===== src/rtl/voice_mixer_if.sv =====
// ---------------------------------------------------------------------------
// voice_mixer_if
//   Bus between the wavetable voices / PWM stage and the voice mixer.
//   Carries the per-voice sample and envelope vectors plus the include mask
//   into the mixer, and the duty-cycle word with its update strobe out of it.
//
//   samples   [16*NUM_VOICES]  voice samples, offset binary, voice i at [16i+15:16i]
//   env       [7*NUM_VOICES]   envelope level per voice, unsigned, voice i at [7i+6:7i]
//   voice_en  [NUM_VOICES]     per-voice include mask
//   dc        [12]             duty cycle to PWM, offset binary
//   dc_valid  [1]              one-cycle strobe when dc updates
//
//   master : voice/PWM side (drives samples, env, voice_en)
//   slave  : mixer side     (drives dc, dc_valid)
// ---------------------------------------------------------------------------
interface voice_mixer_if #(
    parameter int NUM_VOICES = 4
);
    logic [16*NUM_VOICES-1:0] samples;
    logic [7*NUM_VOICES-1:0]  env;
    logic [NUM_VOICES-1:0]    voice_en;
    logic [11:0]              dc;
    logic                     dc_valid;

    modport master (
        output samples, env, voice_en,
        input  dc, dc_valid
    );

    modport slave (
        input  samples, env, voice_en,
        output dc, dc_valid
    );
endinterface


===== src/rtl/voice_mixer.sv =====
// ---------------------------------------------------------------------------
// voice_mixer
//   Envelope-weighted mix of NUM_VOICES wavetable voices into a 12-bit
//   offset-binary PWM duty cycle. A mix-rate timer starts a frame; the frame
//   snapshots all inputs, multiplies/accumulates one voice per clock through
//   a single multiplier, then scales (>>> SHIFT) and saturates the sum.
//
//   Ports:
//     clk      system clock
//     rst_n    asynchronous active-low reset
//     mix_en   enables the mix-rate timer (held at 0 while low)
//     period   timer terminal count, one tick every period+1 clocks
//     ovr_clr  clears the overrun flag (a simultaneous overrun set wins)
//     overrun  sticky: a tick arrived while a frame was in progress
//     busy     high while a frame is being computed
//     bus      voice_mixer_if.slave: samples/env/voice_en in, dc/dc_valid out
//
//   Optional feature: define VOICE_MIXER_DITHER_EN to add a 32-bit LFSR
//   dither below the shift point (round-with-dither instead of floor).
// ---------------------------------------------------------------------------
module voice_mixer #(
    parameter int NUM_VOICES = 4,
    parameter int SHIFT      = 11
) (
    input  logic         clk,
    input  logic         rst_n,
    input  logic         mix_en,
    input  logic [15:0]  period,
    input  logic         ovr_clr,
    output logic         overrun,
    output logic         busy,
    voice_mixer_if.slave bus
);

    localparam int IDX_W = (NUM_VOICES > 1) ? $clog2(NUM_VOICES) : 1;
    localparam logic [IDX_W-1:0] LAST_IDX = IDX_W'(NUM_VOICES - 1);

    typedef enum logic [1:0] {IDLE, ACCUM, SCALE, OUT} state_t;

    state_t                 state, state_next;
    logic [15:0]            count;
    logic                   tick;
    logic [IDX_W-1:0]       idx;
    logic signed [27:0]     acc;
    logic [11:0]            dc_q;
    logic                   dc_valid_c;
    logic [15:0]            snap_sample [NUM_VOICES];
    logic [6:0]             snap_env    [NUM_VOICES];
    logic [NUM_VOICES-1:0]  snap_en;

    // Mix-rate timer: wraps at period, tick lasts exactly one clock.
    assign tick = mix_en && (count == period);

    // NOTE: sequential state always uses non-blocking (<=) so every register
    // samples the pre-edge values of its neighbours.
    always_ff @(posedge clk or negedge rst_n) begin
        if (!rst_n)
            count <= '0;
        else if (!mix_en || tick)
            count <= '0;
        else
            count <= count + 16'd1;
    end

    always_ff @(posedge clk or negedge rst_n) begin
        if (!rst_n) state <= IDLE;
        else        state <= state_next;
    end

    // NOTE: every signal written here gets a default first, otherwise a
    // missed branch infers a latch.
    always_comb begin
        state_next = state;
        busy       = 1'b1;
        dc_valid_c = 1'b0;
        case (state)
            IDLE: begin
                busy = 1'b0;
                if (tick) state_next = ACCUM;
            end
            ACCUM: if (idx == LAST_IDX) state_next = SCALE;
            SCALE: state_next = OUT;
            OUT: begin
                dc_valid_c = 1'b1;
                state_next = IDLE;
            end
            default: state_next = IDLE;
        endcase
    end

    assign bus.dc_valid = dc_valid_c;
    assign bus.dc       = dc_q;

    // Single shared multiplier: current voice, sign-flipped sample times
    // zero-extended envelope.
    logic signed [15:0] cur_s;
    logic signed [7:0]  cur_e;
    logic signed [22:0] prod;

    always_comb begin
        cur_s = $signed(snap_sample[idx] ^ 16'h8000);
        cur_e = $signed({1'b0, snap_env[idx]});
        prod  = 23'(cur_s) * 23'(cur_e);
    end

`ifdef VOICE_MIXER_DITHER_EN
    logic [31:0] lfsr;
    logic        lfsr_fb;

    assign lfsr_fb = lfsr[31] ^ lfsr[29] ^ lfsr[25] ^ lfsr[24];

    always_ff @(posedge clk or negedge rst_n) begin
        if (!rst_n)
            lfsr <= 32'h003F_A2C6;
        else if (state == OUT)
            lfsr <= {lfsr[30:0], lfsr_fb};
    end
`endif

    // Scale and saturate; r + 2048 on a 12-bit value is just an MSB flip.
    logic signed [27:0] acc_adj;
    logic signed [27:0] shifted;
    logic [11:0]        scaled;

    always_comb begin
`ifdef VOICE_MIXER_DITHER_EN
        acc_adj = acc + $signed({{(28 - SHIFT){1'b0}}, lfsr[SHIFT-1:0]});
`else
        acc_adj = acc;
`endif
        shifted = acc_adj >>> SHIFT;
        if (shifted > 28'sd2047)
            scaled = 12'hFFF;
        else if (shifted < -28'sd2048)
            scaled = 12'h000;
        else
            scaled = {~shifted[11], shifted[10:0]};
    end

    // NOTE: the snapshot registers are reset along with everything else;
    // they are small, and a mid-frame reset must leave no stale frame data.
    always_ff @(posedge clk or negedge rst_n) begin
        if (!rst_n) begin
            idx     <= '0;
            acc     <= '0;
            dc_q    <= 12'h800;
            snap_en <= '0;
            for (int i = 0; i < NUM_VOICES; i++) begin
                snap_sample[i] <= 16'h8000;
                snap_env[i]    <= '0;
            end
        end else begin
            case (state)
                IDLE: if (tick) begin
                    acc     <= '0;
                    idx     <= '0;
                    snap_en <= bus.voice_en;
                    for (int i = 0; i < NUM_VOICES; i++) begin
                        snap_sample[i] <= bus.samples[16*i +: 16];
                        snap_env[i]    <= bus.env[7*i +: 7];
                    end
                end
                ACCUM: begin
                    if (snap_en[idx]) acc <= acc + 28'(prod);
                    idx <= idx + IDX_W'(1);
                end
                SCALE: dc_q <= scaled;
                default: ;
            endcase
        end
    end

    // Any tick while busy (including the OUT cycle) is an overrun; set wins.
    always_ff @(posedge clk or negedge rst_n) begin
        if (!rst_n)
            overrun <= 1'b0;
        else if (tick && busy)
            overrun <= 1'b1;
        else if (ovr_clr)
            overrun <= 1'b0;
    end

endmodule


===== src/flat_wrapper.sv =====
// flat-port wrapper written by rule: the top's interface ports become plain ports
module voice_mixer_flat 
#(
    parameter int NUM_VOICES = 4,
    parameter int SHIFT      = 11
)
  (clk, rst_n, mix_en, period, ovr_clr, overrun, busy, bus_samples, bus_env, bus_voice_en, bus_dc, bus_dc_valid);
  voice_mixer_if #(.NUM_VOICES(NUM_VOICES)) bus_i ();
  input  logic clk;
  input  logic rst_n;
  input  logic mix_en;
  input  logic [15:0] period;
  input  logic ovr_clr;
  output logic overrun;
  output logic busy;
  input wire logic [$bits(bus_i.samples)-1:0] bus_samples;
  input wire logic [$bits(bus_i.env)-1:0] bus_env;
  input wire logic [$bits(bus_i.voice_en)-1:0] bus_voice_en;
  output wire logic [$bits(bus_i.dc)-1:0] bus_dc;
  output wire logic [$bits(bus_i.dc_valid)-1:0] bus_dc_valid;
  assign bus_i.samples = bus_samples;
  assign bus_i.env = bus_env;
  assign bus_i.voice_en = bus_voice_en;
  assign bus_dc = bus_i.dc;
  assign bus_dc_valid = bus_i.dc_valid;
  voice_mixer #(.NUM_VOICES(NUM_VOICES), .SHIFT(SHIFT)) u_core (.clk(clk), .rst_n(rst_n), .mix_en(mix_en), .period(period), .ovr_clr(ovr_clr), .overrun(overrun), .busy(busy), .bus(bus_i));
endmodule

===== config.mk =====
export PLATFORM = sky130hd
export DESIGN_NAME = voice_mixer_flat
export DESIGN_NICKNAME = d
export VERILOG_FILES = /design/src/rtl/voice_mixer_if.sv /design/src/rtl/voice_mixer.sv /design/src/flat_wrapper.sv
export SDC_FILE = /design/constraint.sdc
export NUM_CORES = 1
export LEC_CHECK = 0
export ABC_CLOCK_PERIOD_IN_PS = 9200
export CORE_MARGIN = 2
export CORE_UTILIZATION = 40
export CTS_CLUSTER_DIAMETER = 80
export DETAILED_ROUTE_END_ITERATION = 16
export MAX_ROUTING_LAYER = met4
export PLACE_DENSITY_LB_ADDON = 0.25
export REMOVE_ABC_BUFFERS = 1
export SYNTH_ARGS = -nofsm -noshare
export SYNTH_HDL_FRONTEND = slang
export SYNTH_SLANG_ARGS = --single-unit

===== constraint.sdc =====
create_clock -name clk -period 9.2 [get_ports clk]
set_input_delay 1.84 -clock clk [delete_from_list [all_inputs] [get_ports clk]]
set_output_delay 1.84 -clock clk [all_outputs]
set_load 0.1 [all_outputs]

==> run_summary.xml <==
<?xml version="1.0" encoding="UTF-8"?>
<metrics>
  <group name="routing">
    <metric name="detail_route.wirelength" unit="um">26200</metric>
    <metric name="wl_met3" unit="um">678</metric>
    <metric name="dr.pass1.iters" unit="">4</metric>
    <metric name="drt_iter0_markers" unit="">424</metric>
  </group>
  <group name="critical_path">
    <metric name="arrival" unit="ps">8230</metric>
    <metric name="crit_path_start_kind" unit="">register</metric>
    <metric name="critPathMostFrequentCell" unit="">sky130_fd_sc_hd__fa_1</metric>
    <metric name="cp_top_family" unit="">adder cells</metric>
  </group>
  <group name="cells_and_area">
    <metric name="final_layout_size_suffix_gt1_share" unit="%">13.9</metric>
    <metric name="layout.buffer.nonclock.area_share" unit="%">9.34</metric>
    <metric name="largest_registers" unit="">u_core.snap_sample: 64 flops, u_core.acc: 28 flops, u_core.snap_env: 28 flops</metric>
    <metric name="sh_comb_area" unit="%">51.8</metric>
    <metric name="flow.area_growth_from_synthesis" unit="%">19.1</metric>
    <metric name="seq_area" unit="sq um">3940</metric>
    <metric name="layout.area.comb" unit="sq um">7430</metric>
    <metric name="buffers" unit="">135</metric>
    <metric name="final.clkbuf_count" unit="">17</metric>
    <metric name="largest-register" unit="">u_core.snap_sample</metric>
  </group>
  <group name="global_routing">
    <metric name="groute.layer.met3.usage" unit="%">2.63</metric>
  </group>
  <group name="clock_network">
    <metric name="clock_tree.htree_level_count" unit="">4</metric>
    <metric name="clock.latency.late_pin" unit="ps">440</metric>
    <metric name="clkSlewWorstSetupHoldPaths" unit="ps">80</metric>
    <metric name="tritoncts" unit="">yes</metric>
    <metric name="tritoncts.num_buffers" unit="">17</metric>
    <metric name="numClockSinks" unit="">157</metric>
  </group>
  <group name="final_timing">
    <metric name="transition_time_at_the_pin_with_the_least_slew_margin" unit="ps">1190</metric>
    <metric name="timing_hold_violations_final" unit="">0</metric>
    <metric name="final_setup_tns" unit="ps">0</metric>
    <metric name="rsz0062_at_grt" unit="">false</metric>
  </group>
  <group name="placed_design">
    <metric name="placed_cells_incl_taps" unit="">1621</metric>
  </group>
  <group name="synth">
    <metric name="synthesis.yosys.warnings" unit="">0</metric>
    <metric name="synth.cellmix.simpleShare" unit="%">11.2</metric>
    <metric name="synth.distinct_cells" unit="">57</metric>
    <metric name="netlist.top_cell.by_area" unit="">sky130_fd_sc_hd__dfrtp_1</metric>
    <metric name="post_synth_edffs" unit="">0</metric>
    <metric name="ys_top_logic_family" unit="">adder cells</metric>
    <metric name="netlist_area" unit="sq um">12100</metric>
  </group>
  <group name="status">
    <metric name="status" unit="">finished clean</metric>
  </group>
  <group name="floorplan">
    <metric name="dieHeight" unit="um">178</metric>
  </group>
</metrics>
-- power by group --
part / leakage, nW / switching, W / internal, W / total (W)
combinational: 4.63 / 0.000163 / 0.000129 / 0.000292
clock: 0.289 / 0.000351 / 0.000366 / 0.000717
sequential: 2.17 / 0.0000492 / 0.000704 / 0.000753
-- worst paths after layout --
check | slack (ps) | from | endpoint | depth (start not counted)
worst max register to register | 1330 | u_core.idx[0]$_DFFE_PN0P_ | u_core.acc[27]$_DFFE_PN0P_ | 28
worst min register to register | 500 | u_core.acc[4]$_DFFE_PN0P_ | u_core.acc[4]$_DFFE_PN0P_ | 2
worst min-delay path | 500 | u_core.acc[4]$_DFFE_PN0P_ | u_core.acc[4]$_DFFE_PN0P_ | 2
min in group asynchronous | 1440 | rst_n | u_core.bus.dc[2]$_DFFE_PN0P_ | 1
worst max-delay path | 1330 | u_core.idx[0]$_DFFE_PN0P_ | u_core.acc[27]$_DFFE_PN0P_ | 28
max in group asynchronous | 6320 | rst_n | u_core.snap_sample[4]$_DFFE_PN0P_ | 2
-- tightest hold or removal path: stages, from the launching register on --
cell                      delay (ps)
sky130_fd_sc_hd__dfrtp_1         350
sky130_fd_sc_hd__nand2_1          50
sky130_fd_sc_hd__o21ai_0          60
-- synthesized netlist by cell type, drive strengths merged (2+ instances only) --
library cell	number
mux4	24
a31oi	5
nor2	28
inv	150
nand3	16
a21o	16
a211oi	7
and2	87
buf	3
a21boi	2
nor2b	7
ha	80
o21bai	4
clkbuf	31
nor4	6
mux2	98
o211ai	14
nor3	7
nand2b	12
or3	6
a22o	5
a21oi	40
xor2	35
dfrtp	152
and3	8
xnor2	35
o31ai	2
nand4	4
o21a	4
fa	85
o21ai	64
or2	2
o22ai	3
nand2	71
a211o	2
dfstp	5
The metal 2 layer:
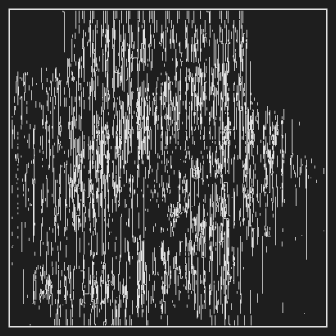
nets with wire on the layer: 1329
share of all routed wire: 51%
main direction: vertical

Signal metal coverage by tile:
The bar under the picture is 50 um long. The die is cut into 36 by 36 equal tiles; black is low, pale yellow is high, scaled to the fullest tile. Values are wire area over tile area, all layers added.
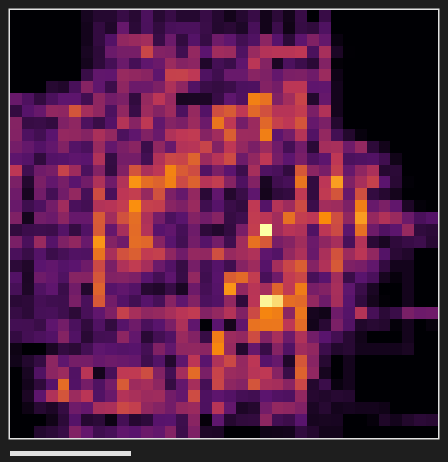
nearly empty tiles: 18%
mean over tiles: 0.13
tiles over half the peak: 11%

Power is estimated from default activity; no workload was simulated.
